Figure 1. Signal wires on met1 (run 1).
Scale: 4 px per µm. Supply wires on this layer in grey.
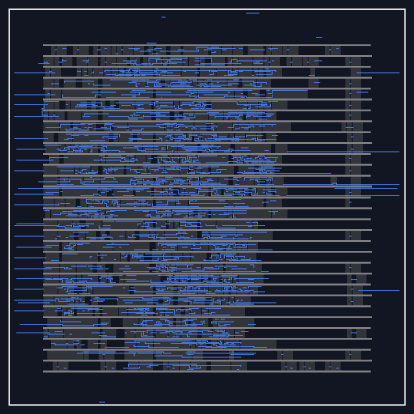
Figure 2. M2 wires (run 1).
Scale: 4 px per µm.
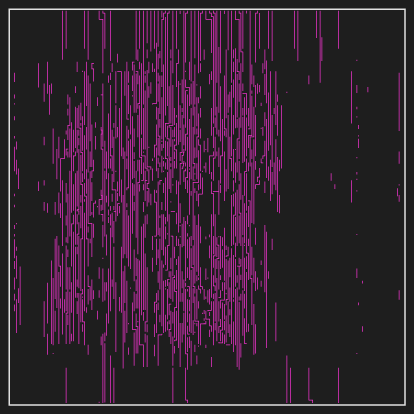
Figure 3. Signal wires on met3 (run 1).
Scale: 6 px per µm.
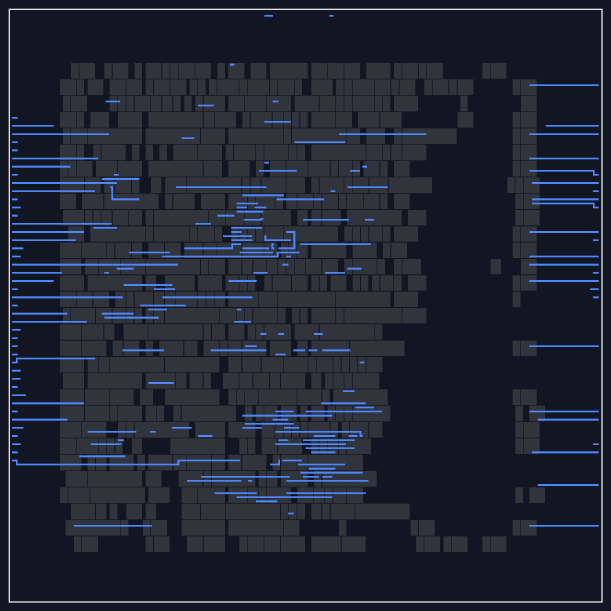
File: config.mk
export PLATFORM = sky130hd
export DESIGN_NAME = core_io_axil_flat
export DESIGN_NICKNAME = d
export VERILOG_FILES = /design/src/rtl/core_io_axil_pkg.sv /design/src/rtl/core_io_axil_if.sv /design/src/rtl/core_io_axil.sv /design/src/flat_wrapper.sv
export SDC_FILE = /design/constraint.sdc
export NUM_CORES = 1
export LEC_CHECK = 0
export ABC_AREA = 1
export CORE_MARGIN = 8
export CORE_UTILIZATION = 40
export DETAILED_ROUTE_END_ITERATION = 6
export GPL_TIMING_DRIVEN = 0
export HOLD_SLACK_MARGIN = 0.1
export PLACE_DENSITY = 0.92
export SETUP_SLACK_MARGIN = 0.5
export SLEW_MARGIN = 30
export SYNTH_ARGS = -nofsm -noshare
export SYNTH_HDL_FRONTEND = slang
export SYNTH_SLANG_ARGS = --single-unit
File: constraint.sdc
create_clock -name CLK -period 2.3 [get_ports CLK]
set_clock_uncertainty 0.05 [all_clocks]
set_input_delay 0.23 -clock CLK [delete_from_list [all_inputs] [get_ports CLK]]
set_output_delay 0.23 -clock CLK [all_outputs]
set_load 0.02 [all_outputs]
File: src/rtl/core_io_axil_pkg.sv
// Shared definitions for the core I/O AXI4-Lite master.
//   state_t      : transaction FSM states
//   rsp_err_t    : completion status codes returned on RSP_ERR
//   REG_*        : byte offsets of the peripheral registers inside a channel window
//   STAT_*       : bit positions inside the peripheral status register
package core_io_axil_pkg;

    typedef enum logic [2:0] {
        IDLE,
        ST_AR,
        ST_R,
        RD_AR,
        RD_R,
        WR_AWW,
        WR_B,
        DONE
    } state_t;

    typedef enum logic [1:0] {
        ERR_OK   = 2'b00,
        ERR_SLV  = 2'b01,
        ERR_TMO  = 2'b10,
        ERR_NRDY = 2'b11
    } rsp_err_t;

    localparam int REG_RX   = 0;
    localparam int REG_TX   = 4;
    localparam int REG_STAT = 8;

    localparam int STAT_RX_VALID = 0;
    localparam int STAT_TX_FULL  = 3;

endpackage

File: src/rtl/core_io_axil_if.sv
// AXI4-Lite bus between the core I/O master and the interconnect.
//   master : drives AR/AW/W channels and R/B ready
//   slave  : drives address/data ready and R/B responses
// Data buses are fixed at 32 bits; only the address width is parametrised.
interface core_io_axil_if #(
    parameter int ADDR_W = 8
);
    logic [ADDR_W-1:0] ARADDR;
    logic              ARVALID;
    logic              ARREADY;
    logic [31:0]       RDATA;
    logic [1:0]        RRESP;
    logic              RVALID;
    logic              RREADY;
    logic [ADDR_W-1:0] AWADDR;
    logic              AWVALID;
    logic              AWREADY;
    logic [31:0]       WDATA;
    logic [3:0]        WSTRB;
    logic              WVALID;
    logic              WREADY;
    logic [1:0]        BRESP;
    logic              BVALID;
    logic              BREADY;

    modport master (
        output ARADDR, ARVALID, RREADY, AWADDR, AWVALID, WDATA, WSTRB, WVALID, BREADY,
        input  ARREADY, RDATA, RRESP, RVALID, AWREADY, WREADY, BRESP, BVALID
    );

    modport slave (
        input  ARADDR, ARVALID, RREADY, AWADDR, AWVALID, WDATA, WSTRB, WVALID, BREADY,
        output ARREADY, RDATA, RRESP, RVALID, AWREADY, WREADY, BRESP, BVALID
    );
endinterface

File: src/rtl/core_io_axil.sv
// AXI4-Lite I/O master serving the core's IN/OUT instructions against N_CH
// UART-Lite style peripherals. One request at a time: poll the channel status
// register until ready, then read RX (IN) or write TX (OUT), then pulse a
// one-cycle response.
// Ports:
//   CLK, RST_N              clock, asynchronous active-low reset
//   REQ_VALID/REQ_READY     request handshake; REQ_WRITE=1 for OUT, REQ_NB=1 for
//                           non-blocking, REQ_CH channel, REQ_WDATA OUT payload
//   RSP_VALID               one-cycle completion pulse with RSP_RDATA / RSP_ERR
//   BUSY                    high whenever a request is in flight
//   axi                     AXI4-Lite master port
module core_io_axil
    import core_io_axil_pkg::*;
#(
    parameter int ADDR_W     = 8,
    parameter int DATA_W     = 8,
    parameter int N_CH       = 2,
    parameter int CH_BASE    = 0,
    parameter int CH_STRIDE  = 16,
    parameter int POLL_LIMIT = 1024,
    localparam int CH_W      = (N_CH > 1) ? $clog2(N_CH) : 1
) (
    input  logic              CLK,
    input  logic              RST_N,
    input  logic              REQ_VALID,
    output logic              REQ_READY,
    input  logic              REQ_WRITE,
    input  logic              REQ_NB,
    input  logic [CH_W-1:0]   REQ_CH,
    input  logic [DATA_W-1:0] REQ_WDATA,
    output logic              RSP_VALID,
    output logic [31:0]       RSP_RDATA,
    output logic [1:0]        RSP_ERR,
    output logic              BUSY,
    core_io_axil_if.master    axi
);

    localparam int CNT_W = (POLL_LIMIT > 0) ? $clog2(POLL_LIMIT + 1) : 1;
    localparam logic [3:0] WSTRB_VAL = 4'((1 << (DATA_W / 8)) - 1);

    function automatic logic [ADDR_W-1:0] reg_addr(input logic [CH_W-1:0] ch, input int off);
        return ADDR_W'(CH_BASE + int'(ch) * CH_STRIDE + off);
    endfunction

    // Saturating increment so the poll counter can never wrap back to zero.
    function automatic logic [CNT_W-1:0] sat_inc(input logic [CNT_W-1:0] c);
        return (c == '1) ? c : c + 1'b1;
    endfunction

    state_t              state_q, state_d;
    logic                init_q;
    logic                wr_q, nb_q;
    logic [CH_W-1:0]     ch_q;
    logic [DATA_W-1:0]   wdata_q;
    logic [CNT_W-1:0]    cnt_q, cnt_inc;
    logic                aw_done_q, w_done_q;
    logic [31:0]         rdata_q;
    rsp_err_t            err_q;

    logic req_fire, ch_ok, stat_ready, poll_timeout;
    logic aw_vld, w_vld, aw_fire, w_fire;

    // Only the status bits and the low DATA_W payload bits of RDATA matter.
    wire unused_rdata = &{1'b0, axi.RDATA};

    assign req_fire     = REQ_VALID && REQ_READY;
    assign ch_ok        = {1'b0, REQ_CH} < (CH_W + 1)'(N_CH);
    assign stat_ready   = wr_q ? !axi.RDATA[STAT_TX_FULL] : axi.RDATA[STAT_RX_VALID];
    assign cnt_inc      = sat_inc(cnt_q);
    assign poll_timeout = (POLL_LIMIT != 0) && (cnt_inc == CNT_W'(POLL_LIMIT));
    assign aw_vld       = (state_q == WR_AWW) && !aw_done_q;
    assign w_vld        = (state_q == WR_AWW) && !w_done_q;
    assign aw_fire      = aw_vld && axi.AWREADY;
    assign w_fire       = w_vld && axi.WREADY;

    always_ff @(posedge CLK or negedge RST_N) begin
        if (!RST_N) begin
            state_q <= IDLE;
        end else begin
            state_q <= state_d;
        end
    end

    always_comb begin
        state_d = state_q;
        case (state_q)
            IDLE:    if (req_fire) state_d = ch_ok ? ST_AR : DONE;
            ST_AR:   if (axi.ARREADY) state_d = ST_R;
            ST_R: begin
                if (axi.RVALID) begin
                    if (axi.RRESP != 2'b00)  state_d = DONE;
                    else if (stat_ready)     state_d = wr_q ? WR_AWW : RD_AR;
                    else if (nb_q)           state_d = DONE;
                    else if (poll_timeout)   state_d = DONE;
                    else                     state_d = ST_AR;
                end
            end
            RD_AR:   if (axi.ARREADY) state_d = RD_R;
            RD_R:    if (axi.RVALID) state_d = DONE;
            // AW and W complete independently; leave once both have been taken.
            WR_AWW:  if ((aw_done_q || aw_fire) && (w_done_q || w_fire)) state_d = WR_B;
            WR_B:    if (axi.BVALID) state_d = DONE;
            DONE:    state_d = IDLE;
            default: state_d = IDLE;
        endcase
    end

    always_comb begin
        REQ_READY   = init_q && (state_q == IDLE);
        BUSY        = (state_q != IDLE);
        RSP_VALID   = (state_q == DONE);
        RSP_RDATA   = (state_q == DONE) ? rdata_q : '0;
        RSP_ERR     = (state_q == DONE) ? err_q : ERR_OK;
        axi.ARVALID = (state_q == ST_AR) || (state_q == RD_AR);
        axi.ARADDR  = '0;
        if (state_q == ST_AR)      axi.ARADDR = reg_addr(ch_q, REG_STAT);
        else if (state_q == RD_AR) axi.ARADDR = reg_addr(ch_q, REG_RX);
        axi.RREADY  = (state_q == ST_R) || (state_q == RD_R);
        axi.AWVALID = aw_vld;
        axi.AWADDR  = aw_vld ? reg_addr(ch_q, REG_TX) : '0;
        axi.WVALID  = w_vld;
        axi.WDATA   = w_vld ? 32'(wdata_q) : '0;
        axi.WSTRB   = w_vld ? WSTRB_VAL : '0;
        axi.BREADY  = (state_q == WR_B);
    end

    always_ff @(posedge CLK or negedge RST_N) begin
        if (!RST_N) begin
            init_q    <= 1'b0;
            wr_q      <= 1'b0;
            nb_q      <= 1'b0;
            ch_q      <= '0;
            wdata_q   <= '0;
            cnt_q     <= '0;
            aw_done_q <= 1'b0;
            w_done_q  <= 1'b0;
            rdata_q   <= '0;
            err_q     <= ERR_OK;
        end else begin
            init_q <= 1'b1;
            case (state_q)
                IDLE: begin
                    if (req_fire) begin
                        wr_q      <= REQ_WRITE;
                        nb_q      <= REQ_NB;
                        ch_q      <= REQ_CH;
                        wdata_q   <= REQ_WDATA;
                        cnt_q     <= '0;
                        aw_done_q <= 1'b0;
                        w_done_q  <= 1'b0;
                        rdata_q   <= '0;
                        err_q     <= ch_ok ? ERR_OK : ERR_SLV;
                    end
                end
                ST_R: begin
                    if (axi.RVALID) begin
                        if (axi.RRESP != 2'b00) begin
                            err_q <= ERR_SLV;
                        end else if (!stat_ready) begin
                            if (nb_q) begin
                                err_q <= ERR_NRDY;
                            end else begin
                                cnt_q <= cnt_inc;
                                if (poll_timeout) err_q <= ERR_TMO;
                            end
                        end
                    end
                end
                RD_R: begin
                    if (axi.RVALID) begin
                        if (axi.RRESP != 2'b00) err_q <= ERR_SLV;
                        else                    rdata_q <= 32'(axi.RDATA[DATA_W-1:0]);
                    end
                end
                WR_AWW: begin
                    if (aw_fire) aw_done_q <= 1'b1;
                    if (w_fire)  w_done_q  <= 1'b1;
                end
                WR_B: begin
                    if (axi.BVALID && (axi.BRESP != 2'b00)) err_q <= ERR_SLV;
                end
                default: ;
            endcase
        end
    end

endmodule
File: src/flat_wrapper.sv
// flat-port wrapper written by rule: the top's interface ports become plain ports
module core_io_axil_flat import core_io_axil_pkg::*;
#(
    parameter int ADDR_W     = 8,
    parameter int DATA_W     = 8,
    parameter int N_CH       = 2,
    parameter int CH_BASE    = 0,
    parameter int CH_STRIDE  = 16,
    parameter int POLL_LIMIT = 1024,
    localparam int CH_W      = (N_CH > 1) ? $clog2(N_CH) : 1
)
  (CLK, RST_N, REQ_VALID, REQ_READY, REQ_WRITE, REQ_NB, REQ_CH, REQ_WDATA, RSP_VALID, RSP_RDATA, RSP_ERR, BUSY, axi_ARADDR, axi_ARVALID, axi_RREADY, axi_AWADDR, axi_AWVALID, axi_WDATA, axi_WSTRB, axi_WVALID, axi_BREADY, axi_ARREADY, axi_RDATA, axi_RRESP, axi_RVALID, axi_AWREADY, axi_WREADY, axi_BRESP, axi_BVALID);
  core_io_axil_if #(.ADDR_W(ADDR_W)) axi_i ();
  input  logic CLK;
  input  logic RST_N;
  input  logic REQ_VALID;
  output logic REQ_READY;
  input  logic REQ_WRITE;
  input  logic REQ_NB;
  input  logic [CH_W-1:0] REQ_CH;
  input  logic [DATA_W-1:0] REQ_WDATA;
  output logic RSP_VALID;
  output logic [31:0] RSP_RDATA;
  output logic [1:0] RSP_ERR;
  output logic BUSY;
  output wire logic [$bits(axi_i.ARADDR)-1:0] axi_ARADDR;
  output wire logic [$bits(axi_i.ARVALID)-1:0] axi_ARVALID;
  output wire logic [$bits(axi_i.RREADY)-1:0] axi_RREADY;
  output wire logic [$bits(axi_i.AWADDR)-1:0] axi_AWADDR;
  output wire logic [$bits(axi_i.AWVALID)-1:0] axi_AWVALID;
  output wire logic [$bits(axi_i.WDATA)-1:0] axi_WDATA;
  output wire logic [$bits(axi_i.WSTRB)-1:0] axi_WSTRB;
  output wire logic [$bits(axi_i.WVALID)-1:0] axi_WVALID;
  output wire logic [$bits(axi_i.BREADY)-1:0] axi_BREADY;
  input wire logic [$bits(axi_i.ARREADY)-1:0] axi_ARREADY;
  input wire logic [$bits(axi_i.RDATA)-1:0] axi_RDATA;
  input wire logic [$bits(axi_i.RRESP)-1:0] axi_RRESP;
  input wire logic [$bits(axi_i.RVALID)-1:0] axi_RVALID;
  input wire logic [$bits(axi_i.AWREADY)-1:0] axi_AWREADY;
  input wire logic [$bits(axi_i.WREADY)-1:0] axi_WREADY;
  input wire logic [$bits(axi_i.BRESP)-1:0] axi_BRESP;
  input wire logic [$bits(axi_i.BVALID)-1:0] axi_BVALID;
  assign axi_ARADDR = axi_i.ARADDR;
  assign axi_ARVALID = axi_i.ARVALID;
  assign axi_RREADY = axi_i.RREADY;
  assign axi_AWADDR = axi_i.AWADDR;
  assign axi_AWVALID = axi_i.AWVALID;
  assign axi_WDATA = axi_i.WDATA;
  assign axi_WSTRB = axi_i.WSTRB;
  assign axi_WVALID = axi_i.WVALID;
  assign axi_BREADY = axi_i.BREADY;
  assign axi_i.ARREADY = axi_ARREADY;
  assign axi_i.RDATA = axi_RDATA;
  assign axi_i.RRESP = axi_RRESP;
  assign axi_i.RVALID = axi_RVALID;
  assign axi_i.AWREADY = axi_AWREADY;
  assign axi_i.WREADY = axi_WREADY;
  assign axi_i.BRESP = axi_BRESP;
  assign axi_i.BVALID = axi_BVALID;
  core_io_axil #(.ADDR_W(ADDR_W), .DATA_W(DATA_W), .N_CH(N_CH), .CH_BASE(CH_BASE), .CH_STRIDE(CH_STRIDE), .POLL_LIMIT(POLL_LIMIT)) u_core (.CLK(CLK), .RST_N(RST_N), .REQ_VALID(REQ_VALID), .REQ_READY(REQ_READY), .REQ_WRITE(REQ_WRITE), .REQ_NB(REQ_NB), .REQ_CH(REQ_CH), .REQ_WDATA(REQ_WDATA), .RSP_VALID(RSP_VALID), .RSP_RDATA(RSP_RDATA), .RSP_ERR(RSP_ERR), .BUSY(BUSY), .axi(axi_i));
endmodule
==> flow_metrics.rpt, run 1 <==
=== SYNTHESIS / PLACE & ROUTE SUMMARY ===
----------------------------------------------------
[Run status]
  Outcome ........................ finished clean

[Detailed routing]
  Drt initial violations ........................ about 380
  Wirelength per Cell ........................ 16.9 µm
  Residual DRC count ........................ 0
  Met1 routed wirelength after detailed routing ........................ approximately 3800 µm
  Post-route ant nets ........................ 0
  Highest metal layer with signal wires ........................ met4

[Global route]
  Number of global-route vias before repair ........................ between 2k and 3k
  Most crowded layer after global routing ........................ met2
  Routing usage on met2 ........................ 31.3%
  Combined global-route utilization of all metal layers ........................ 17.2%
  Pin count of the biggest net entering global routing ........................ 28

[Synthesis]
  Simple Share, Synth ........................ 25.5%
  Async set or reset register ratio after synthesis ........................ 100%
  Adder-cell area share of the yosys netlist ........................ less than 1%
  Ys cells ........................ ~380
  Number of standard cells after synthesis ........................ 382
  Syn_area_per_cell ........................ between 7 and 8 µm²
  Xor+xnor area frac ........................ 0.964%
  Syn. warnings ........................ 0
  Top cell type by total area after synthesis ........................ dfrtp_1
  Number of flip-flops and latches in the synthesized netlist ........................ 38
  Area fraction in mux cells ........................ 0%
  Number of distinct library cell variants in the gate-level netlist after synthesis ........................ 32
  AO/OA Area Share ........................ 10.7%
  Max-area cell share ........................ a little over a third

[Power and ir drop]
  Clock group ........................ 484 µW
  Static leakage ........................ about 0.0023 µW
  Group with the largest share of power ........................ combinational logic
  Comb group ........................ approximately 2600 µW
  Net switching power ........................ between 1500 and 2000 µW
  Combinational share of power ........................ between 60% and 70%
  Clock Power Share ........................ between 10% and 20%
  Power density normalized to cell area ........................ between 800 and 900 mW/mm²

[Setup path]
  Reg-to-reg critical path startpoint ........................ u_core.cnt_q[0]$_DFFE_PN0P_
  Crit. End Element ........................ flop
  Reg-to-Reg End ........................ u_core.state_q[1]$_DFFE_PN0P_
  Worst reg-to-reg setup slack ........................ 0.19 ns
  Launch point of the worst path ........................ u_core.cnt_q[0]$_DFFE_PN0P_
  Worst reg2reg path depth ........................ 16
  Worst endpoint data arrival time ........................ around 2.2 ns

[Clocking]
  Library cell used as clock root buffer ........................ clkbuf_8
  Clock tree buffer depth ........................ 2
  Insertion Delay late pin ........................ approximately 0.29 ns
  Number of CTS-inserted buffers ........................ 5

[Job]
  Count of maximum capacitance violations ........................ 0

[Die]
  Chip Area ........................ between 0.009 and 0.01 mm²
  Number of tap cells inserted ........................ ~80
  Floorplan core area ........................ roughly 0.0067 mm²
  Fp_density ........................ around two fifths
  Ports placed on the boundary ........................ about 150

[Finish]
  Biggest Area Class ........................ multi-input combinational cells
  Most frequently placed logic cells in the final layout ........................ buf_4, conb_1, nand2_1, inv_1, dfrtp_1
  Register with the most flip-flops ........................ u_core.cnt_q
  Layout clock buffer count ........................ 7
  Layout overhead on the synthesized area ........................ 69.5%
  Largest regs ........................ u_core.cnt_q (11), u_core.rdata_q (8), u_core.wdata_q (8)
  Combinational share of cell area ........................ a little over a third
  Flip-flop count of the largest register, all copies and words added ........................ 11
  Most common cell after layout, fill and taps aside ........................ buf_4
  Area used by sequential logic in the layout ........................ ~950 µm²
  Final design area excluding fillers ........................ 0.00462 mm²
  NumNets Final ........................ between 600 and 700

[Placement]
  DP Area ........................ 0.00369 mm²
  Buffers added on ports ........................ roughly 60
  Final HPWL DP ........................ 5930 µm
  Setup slack after placement ........................ between 0.04 and 0.05 ns
  Placer's final routability congestion estimate ........................ 0.907

[Timing]
  Share of the clock period used by the worst path ........................ about nine tenths
  Final setup viols ........................ 0
  Worst Hold Margin ........................ a little over 0.3 ns
  Clock period minus worst slack ........................ ~2.1 ns
  Count of final max-slew check failures ........................ 0
  Accumulated negative setup slack ........................ 0 ns

----------------------------------------------------
## Picture notes: Figure 1
longest straight run: 38.6 µm
wire length on this layer: 3,750 µm
main direction: horizontal
total vias in the final route: 3,225
detailed-route wire length: 10,900 µm
met1 track demand over resource in global routing: 17.4%

## Picture notes: Figure 2
main direction: vertical
longest straight run: 32.3 µm
share of all routed wire: 51%
nets with wire on the layer: 522
wire length on this layer: 5,500 µm

## Picture notes: Figure 3
longest straight run: 27.4 µm
wire length on this layer: 1,060 µm
nets with wire on the layer: 143
main direction: horizontal
GR Util met3: 5.57%

## run 1: critical path, stage by stage (launching register included)
cell and delay, ns:
dfrtp_1 0.41, ha_4 0.17, nand2_4 0.07, nor2_4 0.22, nand3_4 0.21, nand2_1 0.10
inv_1 0.09, nand2_2 0.09, nor2_2 0.04, nand3_2 0.07, nand2_2 0.07, nand2_2 0.08
nand2_1 0.07, nand2_1 0.07, nand2_1 0.05, nand2_1 0.07, nand2_1 0.06
## run 1: repair_timing
item | in CTS | in global routing
setup endpoints to repair | 64 | 51
gates cloned | 2 | 3
pin swaps | 14 | 33
gates resized | 165 | 128
setup buffers | 18 | 25
endpoints found under the hold margin | 38 | 0
hold buffers | 1 | 0
==> run 2: changes to the inputs <==
--- a/config.mk
+++ b/config.mk
@@ -10,7 +10,6 @@
 export CORE_UTILIZATION = 40
 export DETAILED_ROUTE_END_ITERATION = 6
 export GPL_TIMING_DRIVEN = 0
-export HOLD_SLACK_MARGIN = 0.1
 export PLACE_DENSITY = 0.92
 export SETUP_SLACK_MARGIN = 0.5
 export SLEW_MARGIN = 30
Figure 4. The metal 4 layer (run 2).
Scale: 4 px per µm. Supply wires on this layer in grey.
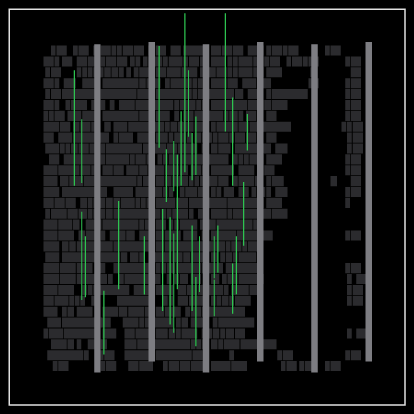
wire length on this layer: 577 µm
main direction: vertical
nets with wire on the layer: 30
share of all routed wire: 5.3%
longest straight run: 39.4 µm

Figure 5. Signal wires on met1 (run 2).
Scale: 4 px per µm. Supply wires on this layer in grey.
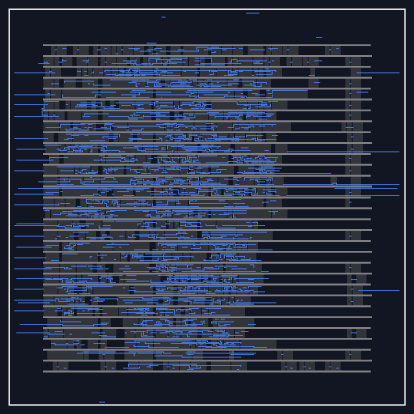

==> run 2 against run 1 <==
  * Critical path depth is the same
  * Die size is the same
  * Flip-flop count did not move
  * Cell count stayed put
  * Non-clock buffer count unchanged
  * Routed wire length stayed put
  * Register-to-register slack about the same
  * Global-route usage did not move
  * First-iteration DRC count did not move
  * Area after synthesis is the same
  * Sequential power hardly changed
  * Combinational power barely moved
  * Largest power group unchanged
==> flow_metrics.rpt, run 2 <==
=== SYNTHESIS / PLACE & ROUTE SUMMARY ===
----------------------------------------------------
[Power and ir drop]
  Worst-case vdd ir drop ........................ approximately 0.71 mV
  Switching share of power ........................ ~47%
  Net switching power ........................ about 1900 µW
  Combinational share of power ........................ between 60% and 70%
  Power Internal ........................ between 2000 and 2500 µW
  Static leakage ........................ between 0.002 and 0.0025 µW
  Power density normalized to cell area ........................ between 800 and 900 mW/mm²
  Clock Power Share ........................ between 10% and 20%

[Global route]
  Total overflow reported by the global router ........................ 0
  Pin count of the biggest net entering global routing ........................ 28
  Number of global-route vias before repair ........................ 2,976
  Antenna violations before repair ........................ 0
  Wire length of the first global-routing pass ........................ between 10,000 and 15,000 µm
  Routing usage on met2 ........................ approximately 31%
  Met1 track demand over resource in global routing ........................ 17.4%
  Combined global-route utilization of all metal layers ........................ around 17%
  Most crowded layer after global routing ........................ met2
  GR Util met3 ........................ roughly 5.6%

[Setup path]
  Worst reg-to-reg setup slack ........................ around 0.19 ns
  Largest fanout on the critical path ........................ 6
  Crit path max-delay family ........................ simple AND/OR/NAND/NOR gates
  WS Path Type ........................ reg -> reg
  Biggest cell delay along the critical path ........................ 0.41 ns
  Buffers plus inverters on the worst setup path ........................ 1
  Worst endpoint data arrival time ........................ around 2.2 ns
  Standard cell with the maximum stage delay on the critical path ........................ dfrtp_1
  Crit path capture ........................ u_core.state_q[1]$_DFFE_PN0P_
  Most used cell along the critical path ........................ nand2_1
  Required time at the endpoint of the critical path ........................ between 2 and 2.5 ns
  Worst reg2reg path depth ........................ 16
  Critical Path Stages ........................ 16
  Launch point of the worst path ........................ u_core.cnt_q[0]$_DFFE_PN0P_
  Crit. End Element ........................ flop
  Cell Chain, Critical Path ........................ ha_4 > nand2_4 > nor2_4 > nand3_4 > nand2_1 > inv_1 > nand2_2 > nor2_2 > nand3_2 > nand2_2 > nand2_2 > nand2_1 > nand2_1 > nand2_1 > nand2_1 > nand2_1
  Reg-to-reg critical path startpoint ........................ u_core.cnt_q[0]$_DFFE_PN0P_
  Launching element type of the critical path ........................ flop
  Reg-to-Reg End ........................ u_core.state_q[1]$_DFFE_PN0P_

[Clocking]
  Insertion Delay late pin ........................ a little under 0.3 ns
  H-tree Lvls ........................ 2
  Clock-pin slew on the worst setup and hold paths ........................ 0.08 ns
  Resize count post-CTS ........................ roughly 170
  Number of CTS-inserted buffers ........................ 5
  Clock tree buffer depth ........................ 2
  Library cell used as clock root buffer ........................ clkbuf_8
  Setup Fix Bufs, Post-CTS ........................ 18
  Post-cts hold-fix buffer tally ........................ 1

[Detailed routing]
  Total vias in the final route ........................ approximately 3.2k
  Post-route ant nets ........................ 0
  Detailed route wirelength on metal2 ........................ approximately 5500 µm
  Detailed-route wire length ........................ approximately 11,000 µm
  Drt initial violations ........................ ~380
  Met1 routed wirelength after detailed routing ........................ roughly 3800 µm
  Residual DRC count ........................ 0
  Highest metal layer with signal wires ........................ met4
  Wirelength per Cell ........................ between 15 and 20 µm

[Synthesis]
  Number of flip-flops and latches in the synthesized netlist ........................ 38
  Top cell type by total area after synthesis ........................ dfrtp_1
  Number of standard cells after synthesis ........................ between 300 and 400
  Async set or reset register ratio after synthesis ........................ 100%
  AO/OA Area Share ........................ roughly a tenth
  Simple Share, Synth ........................ 25.5%
  Most numerous cell in the Yosys netlist ........................ nand2_1
  Area fraction in mux cells ........................ 0%
  Top cells by count, synth ........................ nand2_1, buf_4, inv_1, nor2_1, dfrtp_1
  Number of distinct library cell variants in the gate-level netlist after synthesis ........................ 32
  Largest family of logic cells by area ........................ buffers and inverters
  Syn. warnings ........................ 0
  Largest cells by area after synthesis ........................ dfrtp_1, buf_4, nand2_1
  Adder-cell area share of the yosys netlist ........................ less than 1%
  Xor+xnor area frac ........................ 0.964%
  Ys cells ........................ ~380
  Max-area cell share ........................ approximately a third
  Cell area after technology mapping ........................ 0.00273 mm²
  Dominant synthesized flop cell ........................ dfrtp_1
  Syn_area_per_cell ........................ roughly 7.1 µm²

[Placement]
  Setup slack after placement ........................ approximately 0.046 ns
  Final HPWL DP ........................ just under 6000 µm
  Placer's final routability congestion estimate ........................ between 0.9 and 1
  Placed cell count ........................ 586
  Buffers added on ports ........................ roughly 61
  DP Area ........................ ~0.0037 mm²

[Timing]
  Final Hold Violation Tally ........................ 0
  Final setup viols ........................ 0
  Worst Hold Margin ........................ 0.307 ns
  Clock period minus worst slack ........................ 2.11 ns
  Count of final max-slew check failures ........................ 0
  F_max ........................ 0.475 GHz
  Share of the clock period used by the worst path ........................ roughly nine tenths
  Worst-case setup margin in the final layout ........................ 0.194 ns
  Accumulated negative setup slack ........................ 0 ns

[Finish]
  #MultiIn Comb ........................ 278
  Inserted Diodes ........................ 0
  Area used by sequential logic in the layout ........................ 953 µm²
  Layout clock buffer count ........................ 7
  NumNets Final ........................ around 620
  Most common cell after layout, fill and taps aside ........................ buf_4
  Layout overhead on the synthesized area ........................ 69.5%
  Flop Count ........................ 38
  Utilization of the core after routing ........................ between 60% and 70%
  Final Non-Filler Cells ........................ 643
  Area used by multi-input combinational logic ........................ between 0.0015 and 0.002 mm²
  Bufs w/o clock ........................ 180
  Final design area excluding fillers ........................ between 0.004 and 0.005 mm²
  Register with the most flip-flops ........................ u_core.cnt_q
  Largest regs ........................ u_core.cnt_q (11), u_core.rdata_q (8), u_core.wdata_q (8)
  Combinational share of cell area ........................ 36.1%
  Biggest Area Class ........................ multi-input combinational cells
  Most frequently placed logic cells in the final layout ........................ buf_4, conb_1, nand2_1, inv_1, dfrtp_1
  Non-clock buffer contribution to total cell area ........................ 33.6%
  Flip-flop count of the largest register, all copies and words added ........................ 11

[Die]
  DIE HEIGHT ........................ 98.5 µm
  Number of tap cells inserted ........................ about 80
  Ports placed on the boundary ........................ about 150
  Chip Area ........................ slightly below 0.01 mm²
  Floorplan core area ........................ approximately 0.0067 mm²
  Num rows ........................ 30
  Fp_density ........................ roughly two fifths

[Job]
  Count of maximum capacitance violations ........................ 0

[Run status]
  Outcome ........................ finished clean

----------------------------------------------------
run 2: cell counts in the layout (fill, tap and decap cells not counted):
Identical to the previous run, type by type.
run 2: logic make-up (layout without fill, tap and decap cells):
logic type / Yosys count / in the layout
xor gates and xnor gates: 3 / 3
AOI/OAI and AO/OA: 50 / 50
other: 2 / 64
buffers and inverters: 129 / 247
adders and majority gates: 1 / 1
DFF: 38 / 38
and+or+nand+nor: 159 / 160
run 2: power groups by stage:
stage | Combinational, µW | Clock, µW | Sequential, µW
4_1_cts | 1880 | 475 | 970
3_3_place_gp | 1580 | 0 | 967
6_report | 2610 | 484 | 996
5_1_grt | 2780 | 518 | 1010
3_5_place_dp | 1640 | 0 | 976
2_1_floorplan | 1170 | 0 | 951
Power figures rest on the tool's default switching activity, not on a simulated workload.
